### src/rtl/dmem_arb_pkg.sv
// dmem_arb_pkg: shared types and port constants for the data-memory arbiter
package dmem_arb_pkg;

    typedef enum logic [1:0] {IDLE, ACCESS, RESP} state_t;

    localparam int REQ_N    = 2;
    localparam int PORT_CPU = 0;
    localparam int PORT_AUX = 1;

endpackage

### src/rtl/rr_arbiter2.sv
// rr_arbiter2: two-request round-robin grant with last_grant register; port 0 wins first tie
module rr_arbiter2
    import dmem_arb_pkg::*;
(
    input  logic             clk,
    input  logic             rst_n,
    input  logic [REQ_N-1:0] req,
    input  logic             en,
    output logic             gnt
);

    logic last;

    always_ff @(posedge clk)
        if (!rst_n) last <= 1'b1;
        else if (en) last <= gnt;

    always_comb gnt = (req[PORT_CPU] && req[PORT_AUX]) ? ~last : req[PORT_AUX];

endmodule

### src/rtl/dmem_arbiter.sv
// dmem_arbiter: two-port req/ack front end for single-port data memory; DMEM_ARB_ALIGN_CHECK_EN enables address rejection
module dmem_arbiter
    import dmem_arb_pkg::*;
#(
    parameter int ADDR_W    = 32,
    parameter int DATA_W    = 32,
    parameter int MEM_BYTES = 32,
    parameter int LAT       = 2
) (
    input  logic              clk_i,
    input  logic              rst_i,
    input  logic              req0_i,
    input  logic              req1_i,
    input  logic              we0_i,
    input  logic              we1_i,
    input  logic [ADDR_W-1:0] addr0_i,
    input  logic [ADDR_W-1:0] addr1_i,
    input  logic [DATA_W-1:0] wdata0_i,
    input  logic [DATA_W-1:0] wdata1_i,
    output logic              ack0_o,
    output logic              ack1_o,
    output logic [DATA_W-1:0] rdata0_o,
    output logic [DATA_W-1:0] rdata1_o,
    output logic              err0_o,
    output logic              err1_o,
    output logic [ADDR_W-1:0] mem_addr_o,
    output logic [DATA_W-1:0] mem_wdata_o,
    output logic              mem_write_o,
    output logic              mem_read_o,
    input  logic [DATA_W-1:0] mem_rdata_i,
    output logic              busy_o
);

    localparam int CW = (LAT > 1) ? $clog2(LAT) : 1;

    if (LAT < 1 || MEM_BYTES < 4) begin : g_cfg_check
        $error("dmem_arbiter: LAT must be >= 1 and MEM_BYTES >= 4");
    end

    state_t             state, next;
    logic [CW-1:0]      cnt;
    logic               sel, lwe, lerr, gnt, bad, take;
    logic [ADDR_W-1:0]  laddr, addr;
    logic [DATA_W-1:0]  lwdata;
    logic [DATA_W-1:0]  rdata [REQ_N];
    logic [REQ_N-1:0]   req;

    assign req  = {req1_i, req0_i};
    assign take = (state == IDLE) && |req;
    assign addr = gnt ? addr1_i : addr0_i;

`ifdef DMEM_ARB_ALIGN_CHECK_EN
    assign bad = (addr[1:0] != 2'b00) || (addr > ADDR_W'(MEM_BYTES - 4));
`else
    assign bad = 1'b0;
`endif

    rr_arbiter2 u_arb (
        .clk  (clk_i),
        .rst_n(rst_i),
        .req  (req),
        .en   (take),
        .gnt  (gnt)
    );

    always_ff @(posedge clk_i)
        if (!rst_i) state <= IDLE;
        else state <= next;

    always_comb begin
        next = state;
        unique case (state)
            IDLE:    if (|req) next = bad ? RESP : ACCESS;
            ACCESS:  if (cnt == '0) next = RESP;
            RESP:    next = IDLE;
            default: next = IDLE;
        endcase
    end

    always_ff @(posedge clk_i)
        if (!rst_i) begin
            cnt      <= '0;
            sel      <= 1'b0;
            lwe      <= 1'b0;
            lerr     <= 1'b0;
            laddr    <= '0;
            lwdata   <= '0;
            rdata[0] <= '0;
            rdata[1] <= '0;
        end else if (take) begin
            cnt    <= CW'(LAT - 1);
            sel    <= gnt;
            lwe    <= gnt ? we1_i : we0_i;
            laddr  <= addr;
            lwdata <= gnt ? wdata1_i : wdata0_i;
            lerr   <= bad;
        end else if (state == ACCESS) begin
            cnt <= cnt - CW'(cnt != '0);
            if (cnt == '0 && !lwe) rdata[sel] <= mem_rdata_i;
        end

    // Memory bus is quiet outside ACCESS; writes strobe only on the final cycle
    always_comb begin
        ack0_o      = (state == RESP) && (sel == 1'(PORT_CPU));
        ack1_o      = (state == RESP) && (sel == 1'(PORT_AUX));
        err0_o      = ack0_o && lerr;
        err1_o      = ack1_o && lerr;
        busy_o      = state != IDLE;
        mem_addr_o  = (state == ACCESS) ? laddr : '0;
        mem_wdata_o = (state == ACCESS) ? lwdata : '0;
        mem_read_o  = (state == ACCESS) && !lwe;
        mem_write_o = (state == ACCESS) && lwe && (cnt == '0);
    end

    assign rdata0_o = rdata[PORT_CPU];
    assign rdata1_o = rdata[PORT_AUX];

endmodule

### config.mk
export PLATFORM = sky130hd
export DESIGN_NAME = dmem_arbiter
export DESIGN_NICKNAME = d
export VERILOG_FILES = /design/src/rtl/dmem_arb_pkg.sv /design/src/rtl/rr_arbiter2.sv /design/src/rtl/dmem_arbiter.sv
export SDC_FILE = /design/constraint.sdc
export NUM_CORES = 1
export LEC_CHECK = 0
export CAP_MARGIN = 20
export CORE_AREA = 2 2 102 178
export CTS_CLUSTER_SIZE = 12
export DETAILED_ROUTE_END_ITERATION = 12
export DIE_AREA = 0 0 104 180
export GPL_TIMING_DRIVEN = 0
export HOLD_SLACK_MARGIN = 0.05
export PLACE_DENSITY = 0.76
export SKIP_CTS_REPAIR_TIMING = 1
export SYNTH_ARGS = -nofsm -noshare
export SYNTH_HDL_FRONTEND = slang
export SYNTH_SLANG_ARGS = --single-unit
### constraint.sdc
create_clock -name clk_i -period 2.1 [get_ports clk_i]
set_clock_uncertainty 0.05 [all_clocks]
set_input_delay 0.42 -clock clk_i [delete_from_list [all_inputs] [get_ports clk_i]]
set_output_delay 0.42 -clock clk_i [all_outputs]
set_load 0.05 [all_outputs]
==> impl_metrics.yaml, run 1 <==
# synthesis and place-and-route metrics
status:
  status: "complete, but fails checks"
  violations: "setup timing"
clock_tree:
  cts_buffer_depth: 2
  cts_tree: "yes"
  clk_pin_slew_ns: 0.06
  root_buffer: "clkbuf_16"
  cts.sinks: 134
  htree_levels: 4
logic_synthesis:
  yosys_warnings: 0
  aoi_share: 0.200
  numSynthFlops: 134
  ys_sh_mux: 0
  xor_area_frac: 0
  synthCells: 611
  avgSynthCellArea_um2: 10.3
  ys_seq_frac: 0.527
  synth.cells.most_frequent: "nand2_1 (134), and2_1 (129), dfxtp_1 (70), a21oi_1 (69), edfxtp_1 (64)"
  top_area_frac: 0.305
  top_cell: "nand2_1"
  ys_area_um2: 6300
  simple_gate_share: 0.225
  area_leaders: "edfxtp_1 (31%), dfxtp_1 (22%), and2_1 (13%), a311oi_2 (12%), nand2_1 (8.0%)"
  synth-edff-count: 64
  async_flop_share: 0
  synth_top_cell_by_area: "edfxtp_1"
  syn_area_um2: 6300
  netlist_logic_family_top: "simple AND/OR/NAND/NOR gates"
  ys_types: 30
  fa_ha_area_frac: 0
  yosysCellCount: 611
  ys.flop_type: "dfxtp_1"
pwr:
  ir_drop_v: 0.000509
  p_int_mw: 5.71
  finalPower_mw: 8.44
  powerDensity_nw_per_um2: 785
  power_frac_clock: 0.354
  switching_share: 0.324
  leakage_nw: 4.25
  pwr.group.combinational_mw: 2.35
  p_sw_mw: 2.73
  seq_power_share: 0.367
  pg_seq_mw: 3.10
  power-top-group: "registers"
  pwr-share-comb: 0.279
global_routing:
  grt_pass1_wl_um: 32000
  top_usage_layer: "met2"
  grt_antenna_before_repair: 0
  met1_usage: 0.230
  grtUsageTotal: 0.216
  grt_pass1_vias: 5903
  overflow: 0
  globalRouteMet2Util: 0.406
  grt_max_degree: 33
  grt_use_met3: 0.0453
floorplanning:
  die_y_um: 180
  fp_util: 0.364
  core_um2: 17300
  die_w_um: 104
  chip_area_um2: 18700
  ios: 301
  rows: 64
setup_path:
  critPathCapture: "mem_addr_o[15]"
  slowest_stage: "dfxtp_4"
  regToRegStartpoint: "state[1]$_SDFFE_PN0P_"
  timing.rr.end: "rdata[1][5]$_SDFFCE_PN0P_"
  cp_max_fo: 8
  cp.arrival_ns: 1.78
  crit_type: "reg -> out"
  slowest_delay_ns: 0.38
  start_kind: "flop"
  crit_chain: "nor2b_4, buf_6, clkbuf_16, buf_6, buf_8, and2_4, buf_8"
  critPathLaunch: "state[0]$_SDFFE_PN0P_"
  crit_required_ns: 1.63
  cp-end-kind: "output port"
  r2r_cells: 3
  regToRegSetupSlack_ns: 0.28
placed_design:
  io_buffers: 298
  place_congestion: 0.879
  place_ws_ns: -0.855
  place_area_um2: 9590
  dpl.cell_count: 1141
  dp_hpwl_um: 15700
routing:
  vias: 5819
  wl_per_cell_um: 18.0
  highest_layer: "met4"
  dr_wl_met3_um: 1060
  route.met2.wl_um: 12100
  ant_nets: 0
  wl_met1_um: 7610
  via_per_inst: 4.90
  drc: 0
  wl_um: 21300
  drtIter0Drc: 219
  drt-pass1-iter-count: 4
sta:
  layout_min_cycle_time_ns: 2.25
  relSlewSlack: 0.494
  layout_setup_ws_ns: -0.147
  clock.fmax_ghz: 0.445
  fin_crit_sh: 1.07
  grt_setup_unrepaired: "true"
  worst_pin_slew_ns: 0.759
  setup_viol: 30
  holdWs_ns: 0.457
  hold_violations: 0
  slew_violations: 0
  tns_ns: -2.21
cells_and_area:
  diodes: 0
  area_growth_pct: 70.5
  fin_nets: 1109
  lay_top_count: "clkdlybuf4s50_1"
  final_cell_mix: "clkdlybuf4s50_1 (228), nand2_1 (134), and2_1 (87)"
  drive_above_1_share: 0.255
  instances_no_fill: 1187
  final_core_util: 0.621
  design_area_um2: 10700
min_path:
  hold_path_depth: 2
  min_from: "rst_i"
  hold_path_class: "in -> reg"
  worstHoldEndpoint: "u_arb.last$_SDFFE_PN1P_"
run:
  tool_warnings: 27
  maxCapViolCount: 0
run 1: state kept, by name, indices dropped and copies added (netlist names):
signal / cells
cnt: 1
laddr: 32
lwdata: 32
lwe: 1
rdata: 64
sel: 1
state: 2
u_arb.last: 1
run 1: critical path: cells and delay by family, from the launching register on:
kind                   cells  cell delay (ns)
buffers and inverters      5             0.65
DFF                        1             0.38
and+or+nand+nor            2             0.34
run 1: final cells by class:
type | instances | area [um2]
Clock buffer | 17 | 425
Sequential cell | 134 | 3330
Clock inverter | 15 | 155
Tap cell | 231 | 289
Fill cell | 1467 | 6550
Inverter | 3 | 11.3
Multi-Input combinational cell | 419 | 2850
Buffer | 58 | 355
Timing Repair Buffer | 310 | 3330
Figure 1. Logic cells by family (run 1).
Scale: 2 px per um.
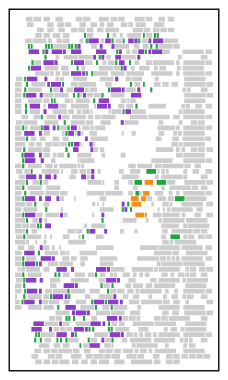
| color | family | cells | most used |
|---|---|---|---|
| green | nand cells | 140 | nand2_1 |
| orange | nor cells | 7 | nor3b_2 |
| purple | aoi and oai cells | 136 | a21oi_1 |

Figure 2. Clock nets (run 1).
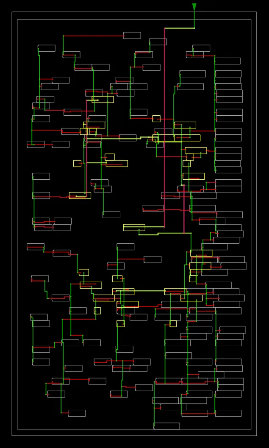
TritonCTS Buffers: 17
worst skew pair latency: 0.42 ns
clk_buf instances: 17
clock network power: 2.99 mW
Seq cells: 134

Figure 3. Signal wires by layer (run 1).
Scale: 2 px per um.
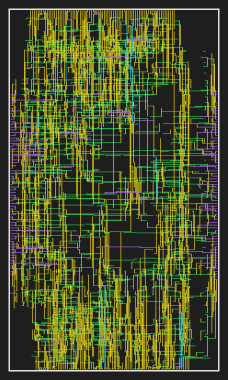
| color | layer | wire length |
|---|---|---|
| cyan | M4 | 540 um |
| purple | M3 | 1,060 um |
| yellow | M2 | 12,100 um |
| green | M1 | 7,610 um |

==> run 1 -> run 2 <==
--- a/config.mk
+++ b/config.mk
@@ -6,13 +6,14 @@
 export NUM_CORES = 1
 export LEC_CHECK = 0
 export CAP_MARGIN = 20
-export CORE_AREA = 2 2 102 178
+export CORE_AREA = 2 2 98 172
 export CTS_CLUSTER_SIZE = 12
 export DETAILED_ROUTE_END_ITERATION = 12
-export DIE_AREA = 0 0 104 180
+export DIE_AREA = 0 0 100 174
+export DONT_BUFFER_PORTS = 1
 export GPL_TIMING_DRIVEN = 0
 export HOLD_SLACK_MARGIN = 0.05
-export PLACE_DENSITY = 0.76
+export PLACE_DENSITY = 0.56
 export SKIP_CTS_REPAIR_TIMING = 1
 export SYNTH_ARGS = -nofsm -noshare
 export SYNTH_HDL_FRONTEND = slang
Figure 4. Logic cells by family (run 2).
Scale: 2 px per um.
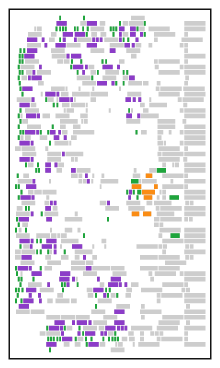
| color | family | cells | most used |
|---|---|---|---|
| purple | aoi and oai cells | 136 | a21oi_1 |
| green | nand cells | 139 | nand2_1 |
| orange | nor cells | 7 | nor3b_2 |

==> run 2 against run 1 <==
Compared with the run above:
- the run now ends clean
- final area is 31% lower
- synthesized area unchanged
- register-to-register slack worse by 0.09 ns
- setup slack better by 0.18 ns
- sequential power rose by 8.7%
- worst hold slack worse by 0.34 ns
- clock power hardly changed
- critical endpoint is now ack0_o
==> impl_metrics.yaml, run 2 <==
# synthesis and place-and-route metrics
status:
  status: "completed"
clock_tree:
  root_buffer: "clkbuf_16"
  clock_latency_ns: 0.41
  cts.sinks: 134
  htree_levels: 4
  cts_inserted_buffers: 17
setup_path:
  slowest_stage: "nor3b_2"
  cp_max_fo: 6
  cp.arrival_ns: 1.60
  critPathLaunch: "state[1]$_SDFFE_PN0P_"
  crit_type: "reg -> out"
  crit_required_ns: 1.63
  critPathCapture: "ack0_o"
  path_buffers: 0
  crit_family: "simple AND/OR/NAND/NOR gates"
  cp-end-kind: "output port"
  regToRegSetupSlack_ns: 0.19
logic_synthesis:
  ys_types: 30
  top_cell: "nand2_1"
  synthCells: 611
  synth-edff-count: 64
  synth.cells.most_frequent: "nand2_1 (134), and2_1 (129), dfxtp_1 (70), a21oi_1 (69), edfxtp_1 (64)"
  xor_area_frac: 0
  avgSynthCellArea_um2: 10.3
  simple_gate_share: 0.225
  synth_top_cell_by_area: "edfxtp_1"
  area_leaders: "edfxtp_1 (31%), dfxtp_1 (22%), and2_1 (13%), a311oi_2 (12%), nand2_1 (8.0%)"
  yosysCellCount: 611
  ys.flop_type: "dfxtp_1"
  ys_sh_mux: 0
  syn_area_um2: 6300
sta:
  tns_ns: 0
  holdWs_ns: 0.112
  grt_setup_unrepaired: "true"
  clock.fmax_ghz: 0.483
routing:
  wl_met1_um: 6350
  highest_layer: "met4"
  route.met2.wl_um: 9800
  drtIter0Drc: 121
  dr_wl_met3_um: 1660
cells_and_area:
  nFillCells: 1553
  final_cell_mix: "nand2_1 (134), a21oi_1 (69), dfxtp_1 (68)"
  design_area_um2: 7420
  instances_no_fill: 838
  largest-register: "rdata"
  clock_area_frac: 0.0801
  buffer_area_frac: 0.0469
min_path:
  hold_path_depth: 2
  min_from: "wdata0_i[28]"
global_routing:
  globalRouteMet2Util: 0.373
  grt_pass1_wl_um: 27500
  grtUsageTotal: 0.203
  grt_max_degree: 33
  grt_antenna_before_repair: 0
pwr:
  ir_drop_v: 0.000469
  powerDensity_nw_per_um2: 1050
floorplanning:
  die_w_um: 100
  fp_util: 0.391
  chip_area_um2: 17400
  core_um2: 16100
  taps: 192
  rows: 62
  die_y_um: 174
placed_design:
  place_ws_ns: -0.494
  dp_hpwl_um: 13700
-- run 2: cell count changes in the layout (fill, tap and decap cells not counted), moves of 3 or more --
cell and change:
clkdlybuf4s50_1 -228, buf_8 -44, and2_1 -22, and2_4 +18, buf_6 -10, clkbuf_4 -8
buf_4 -7, dlymetal6s2s_1 -5, and2_2 +4, clkbuf_16 -4, clkbuf_2 -3, inv_6 -3
-- run 2: kinds of logic after synthesis --
kind of cell           after synthesis
buffers and inverters               61
DFF                                134
and+or+nand+nor                    277
AOI/OAI and AO/OA                  138
other                                1
-- run 2: report_power, final --
part | internal, mW | switching [mW] | leakage, nW
Clock | 1.78 | 1.24 | 0.278
Combinational | 0.456 | 0.916 | 1.28
Sequential | 2.99 | 0.379 | 1.25
Power figures rest on the tool's default switching activity, not on a simulated workload.
